Design mem_arb, sky130hd; sources not shown.
Figure 1. Sequential cells colored by netlist name.
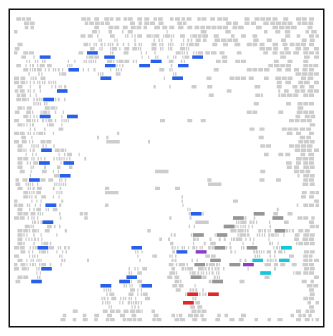
legend:
  cyan:
    netlist_name: `cnt`
    flops: 4
    where: lower right
  purple:
    netlist_name: `mem_len`
    flops: 2
  red:
    netlist_name: `mem_sz`
    flops: 3
  blue:
    netlist_name: `mem_addr`
    flops: 32
not colored: 14
Final Core Density: 26.7%
seq pwr: 0.884 mW
share of the final layout cell area in sequential cells: 10.7%
area taken by flip-flops and latches: 1100 um2

Figure 2. Clock nets.
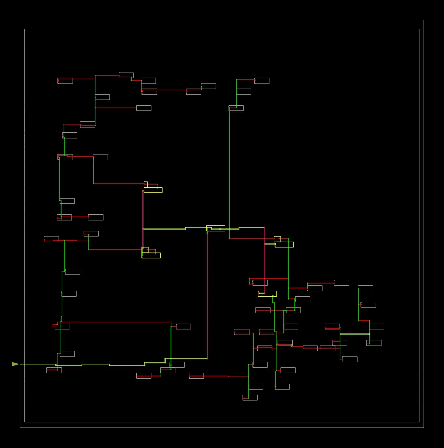
clock distribution power: 0.543 mW
sequential cell count of the final layout: 55
Late-Pin Clk Latency: 0.31 ns
number of clock-tree buffers in the layout: 5

Figure 3. Pin map.
Pins as bars across the die edge, other pins in gray.
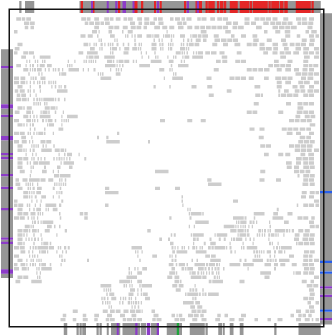
legend:
  red:
    port: `wb_wdata`
    pins: 64
    direction: input
    edge: top
  blue:
    port: `gnt`
    pins: 4
    direction: output
    edge: right
  purple:
    port: `mem_addr`
    pins: 32
    direction: output
    edge: 15 left, 9 top, 5 bottom, 3 right
  green:
    port: `resetn`
    pins: 1
    direction: input
    edge: bottom
total of buffers placed on input and output ports: 444
Die Y-Extent: 203 um
horizontal die dimension: 201 um

Figure 4. Wiring by layer.
Scale bar: 50 um.
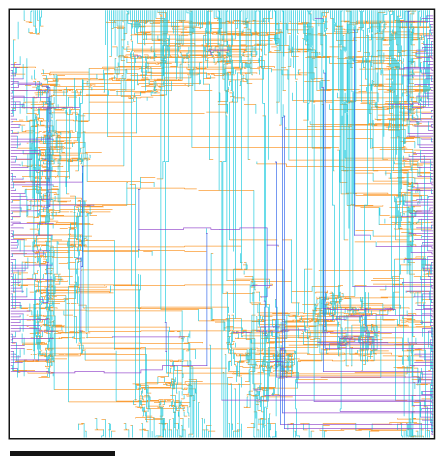
legend:
  cyan:
    layer: metal 2
    wire_length: 16800 um
  orange:
    layer: metal 1
    wire_length: 12100 um
  purple:
    layer: metal 3
    wire_length: 2950 um
  blue:
    layer: metal 4
    wire_length: 1220 um
total global routing track utilization: 15.5%
final routed wire length divided by cell count: 18.4 um
total vias in the final route: 6565
final wirelength: 33100 um

Figure 5. Clock distribution.
Scale bar: 50 um.
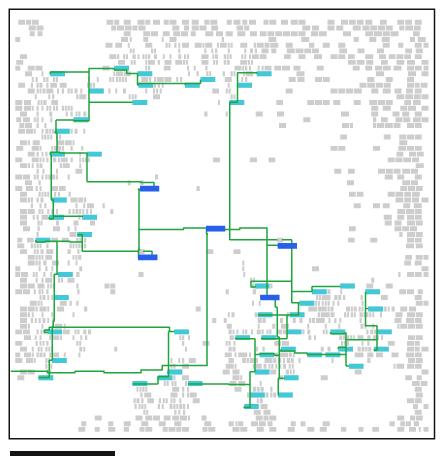
legend:
  green:
    item: clock wires
    length: 1340 um
  blue:
    item: clock drivers
    count: 5
  cyan:
    item: flip-flops
    count: 55
routed clock nets: 6
fraction of power consumed by the clock network: 13.6%

==> flow_summary_export.csv <==
group,metric,value,unit
flow_run,drv_cap,0,
place,gp_routability_congestion,0.911,
power,design_power_total,4.00,mW
clock_tree,tritoncts_clock_tree,"yes",
sta,grt_setup_unrepaired,"false",
clock_tree,clk_transition_reported_paths,0.09,ns
die,floorplan.rows,72,
yosys,yosysWarningCount,0,
finish,num-nets-final,1613,
sta,fmaxAchievable,323,MHz
clock_tree,clock_tree.buffer_depth,2,
finish,final_layout_top_logic_cell,"sky130_fd_sc_hd__clkdlybuf4s50_1",
worst_setup_path,kind_of_launch_point_of_the_worst_setup_path,"flip-flop",
place,pre_cts_ws,0.833,ns
flow_run,openroad.warnings,30,
hold_path,min_path_cells,2,
place,detailed_place_hpwl,29000,um
finish,finalNonFillerCells,1793,
die,overall_die_area,40800,um2
power,power-per-cell-area,390,nW/um2
clock_tree,cts_inserted_buffers,5,
worst_setup_path,critical-path-slowest-cell,"sky130_fd_sc_hd__clkdlybuf4s50_1",
sta,timing.max_slew.rel_slack,43.9,%
yosys,post_synth_instance_area,5020,um2
hold_path,hp-class,"reg2reg",
global_route,grt_pass1_wl,45000,um
yosys,synth_chip_area,5020,um2
place,place.detailed.instances,1783,
worst_setup_path,reg2regPathDepth,11,
yosys,yosys-top-cells-count,"286 x sky130_fd_sc_hd__nand2_1, 109 x sky130_fd_sc_hd__inv_1, 82 x sky130_fd_sc_hd__nor2_1, 75 x sky130_fd_sc_hd__buf_4, 64 x sky130_fd_sc_hd__mux2_2",
power,power_leakage,4.72,nW
worst_setup_path,timing.critical_path.to_type,"output port",
global_route,grt_remaining_overflow,0,
yosys,synthDistinctLibCells,30,
drt,ant_nets,0,
drt,drt-vias-per-instance,3.66,
clock_tree,ctsResizeCount,0,
drt,drc,0,
sta,final_critical_path_setup_slack,0.601,ns
worst_setup_path,worst_path_max_stage_delay,0.70,ns
yosys,dominant_register_cell_in_the_synthesized_netlist,"sky130_fd_sc_hd__dfxtp_1",
worst_setup_path,critical_path_required,3.28,ns
die,floorplan.initialDensity,13.0,%
clock_tree,cts-htree-levels,2,
finish,largest_register_ffs,32,
finish,area_growth,105,%
sta,period_minus_slack,3.10,ns
clock_tree,post_cts_buffers,0,
yosys,synth_area_leader_cell,"sky130_fd_sc_hd__dfxtp_1",
yosys,ys_ff,55,
yosys,synth_sequential_area_ratio,21.9,%
outcome,outcome,"complete, no violations",
sta,tightest_slew,0.842,ns
global_route,grt_start_max_net_pins,19,
yosys,asyncSetResetFlopFracSynth,0,%
yosys,synth.most_common_cell,"sky130_fd_sc_hd__nand2_1",
sta,final-max-slew-violation-count,0,
drt,drt_first_pass_iters,5,
yosys,synth.top_cell.area_share,21.9,%
clock_tree,hold_buf_cts,0,
finish,dominant_logic_cell_types_in_the_final_layout,"444 x sky130_fd_sc_hd__clkdlybuf4s50_1, 286 x sky130_fd_sc_hd__nand2_1, 109 x sky130_fd_sc_hd__inv_1",
worst_setup_path,critPathKind,"reg2out",
sta,timing.final.hold_violations,0,
yosys,ys_cells,820,
sta,totalNegativeSetupSlack,0,ns
global_route,antenna_found_initial,5,
global_route,grt_pass1_vias,6402,
routing by layer:
layer / vias to the layer above / part of all wire, % / track usage (%)
met4: 0 / 3.7 / 5.77
met2: 333 / 51 / 28.5
met5: - / 0 / 0
met3: 42 / 8.9 / 5.14
met1: 2884 / 37 / 16.3
li1: 3306 / - / -
power breakdown:
| part | switching [mW] | internal [mW] |
|---|---|---|
| Sequential | 0.118 | 0.765 |
| Combinational | 1.36 | 1.21 |
| Clock | 0.286 | 0.258 |
kinds of logic after synthesis:
| family | synth area share (%) |
|---|---|
| AND/OR/NAND/NOR | 35.1 |
| buffers and inverters | 23.0 |
| multiplexers | 14.4 |
| flip-flops | 21.9 |
| AND-OR/OR-AND | 3.04 |
| adder cells (fa/ha/maj) | 1.75 |
| XOR/XNOR | 0.698 |
| other | 0.0747 |
final cells by class:
class                   instances  area [um2]
flip-flops and latches         55        1100
multi-input cells             540        2770
inverters                     127         477
fillers                      4277       28200
clock inverters                 3        22.5
clock buffers                   5         125
well taps                     518         648
repair buffers                444        4440
plain buffers                  99         679
diodes                          2        5.00
through the flow:
stage / utilization (%) / hold slack (ns) / cell area (um2)
after global placement: 26.3 / 0.387 / 10100
after global routing: 26.7 / 0.418 / 10300
final: 26.7 / 0.407 / 10300
after CTS: 26.7 / 0.410 / 10300
after detailed placement: 26.3 / 0.392 / 10100
after floorplan: - / 0.411 / 5020
critical path: cells and delay by family, from the launching register on:
kind                   cells  cell delay, ns
flip-flops                 1            0.40
buffers and inverters      3            1.57
multiplexers               1            0.38
No activity file was given, so power comes from the tool's default toggle rates.
